==> config.mk <==
export PLATFORM = sky130hd
export DESIGN_NAME = alu_cmd_queue
export DESIGN_NICKNAME = d
export VERILOG_FILES = /design/src/rtl/alu_cmd_queue.sv
export SDC_FILE = /design/constraint.sdc
export NUM_CORES = 1
export LEC_CHECK = 0
export CELL_PAD_IN_SITES_DETAIL_PLACEMENT = 1
export CELL_PAD_IN_SITES_GLOBAL_PLACEMENT = 1
export CORE_MARGIN = 1
export CORE_UTILIZATION = 48
export DETAILED_ROUTE_END_ITERATION = 16
export DONT_BUFFER_PORTS = 1
export GPL_TIMING_DRIVEN = 0
export PLACE_DENSITY = 0.82
export SYNTH_ARGS = -nofsm -noshare
export SYNTH_HDL_FRONTEND = slang
export SYNTH_SLANG_ARGS = --single-unit
==> constraint.sdc <==
create_clock -name clk -period 2.2 [get_ports clk]
set_input_delay 0.44 -clock clk [delete_from_list [all_inputs] [get_ports clk]]
set_output_delay 0.44 -clock clk [all_outputs]
set_load 0.02 [all_outputs]
**Routing congestion**

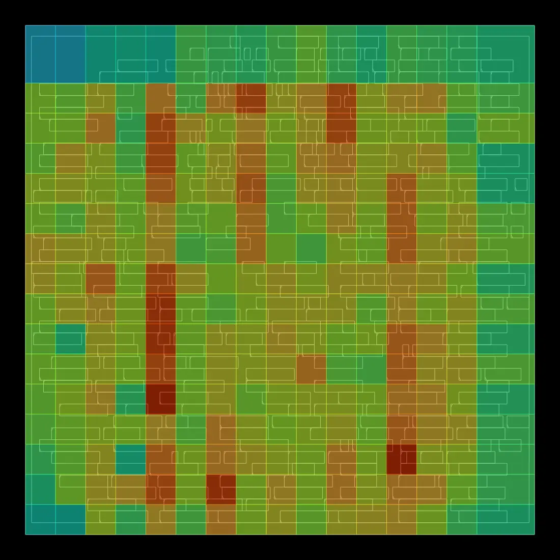
met2 usage: 0.325
met3 GRT Util: 0.0566
Most Used Layer, Global Route: met2
wire per inst: 23.2 um

**I/O pins on the die edge**

(4 px per um) Pins as bars across the die edge, other pins in gray.
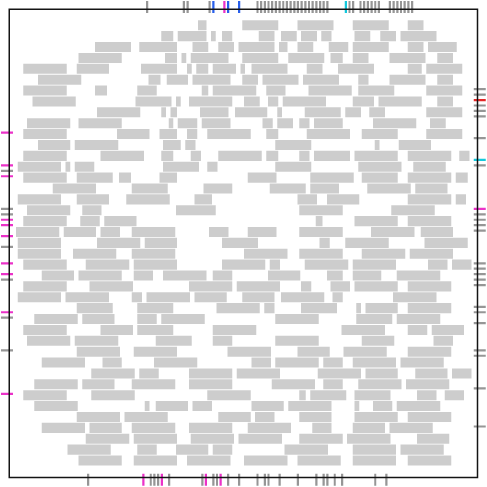
port	color	pins	direction	edge
`count`	blue	3	output	top
`in_a`	magenta	16	input	10 left, 4 bottom, 1 top, 1 right
`res_cout`	red	1	output	right
`alu_op`	cyan	2	output	1 top, 1 right
port bufs: 0
Die Y: 117 um
Die W: 117 um

**Selected gate families**

(2 px per um)
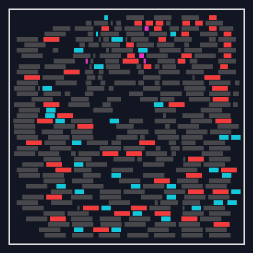
family	color	cells	where
mux cells	red	54	all over the die
nand cells	magenta	4	top middle
nor cells	cyan	34	all over the die
final cell count without fillers: 511
logic share of the area: 0.220
most frequent logic cell in the layout: edfxtp_1

==> changes_impl.md <==
### Changed

- Final setup violation count: 18
- Inverter count: 5
- Post-synthesis cell type count: 23
- Synth Warn #: 0
- Hold Path Cell Cnt: 0
- Non-clock buffering overhead: 0.0468
- Flop2flop setup slack: 0.13 ns
- Failing checks: negative setup slack
- Rel. slew slack: 0.651
- Sw Share: 0.329
- Core area: 12700 um^2
- Synth cell count leaders: 136 x edfxtp_1, 34 x mux4_2, 31 x nor2b_1, 27 x dfrtp_1, 19 x mux2_2
- Top class by area: flip-flops and latches
- Mapped Cells: 295
- Tool warnings: 31
- CP bufs+invs: 3
- Pwr Density: 1480 nW/um^2
- Setup TNS Final: -0.187 ns
- Worst Setup Slack, final: -0.0308 ns
- Number of flip-flops in the largest register: 136
- Comb pwr share: 0.354
- Crit path max-delay family: simple AND/OR/NAND/NOR gates
- Dpl hpwl: 7550 um
- Status: finished, violations left
power by group through the flow:
stage	clock, W	sequential, W	combinational [W]
floorplan	0	0.00442	0.00260
global placement	0	0.00448	0.00310
detailed placement	0	0.00451	0.00324
CTS	0.00286	0.00446	0.00405
global route	0.00299	0.00450	0.00427
finish	0.00282	0.00445	0.00398
cells by family after synthesis:
kind of cell / Yosys count / share of synthesized area
simple gates: 46 / 0.0474
compound gates: 1 / 0.000792
fa+ha+maj: 6 / 0.0131
flops: 163 / 0.754
xor+xnor: 6 / 0.00832
mux: 54 / 0.158
buf+inv: 19 / 0.0192
per-layer routing:
metal / wire [um] / up-vias / GRT usage
li1: - / 1215 / -
met1: 4660 / 1482 / 0.225
met2: 6440 / 62 / 0.325
met3: 560 / 13 / 0.0566
met4: 179 / 0 / 0.0734
met5: 0 / - / 0
Power and IR drop assume default switching activity.
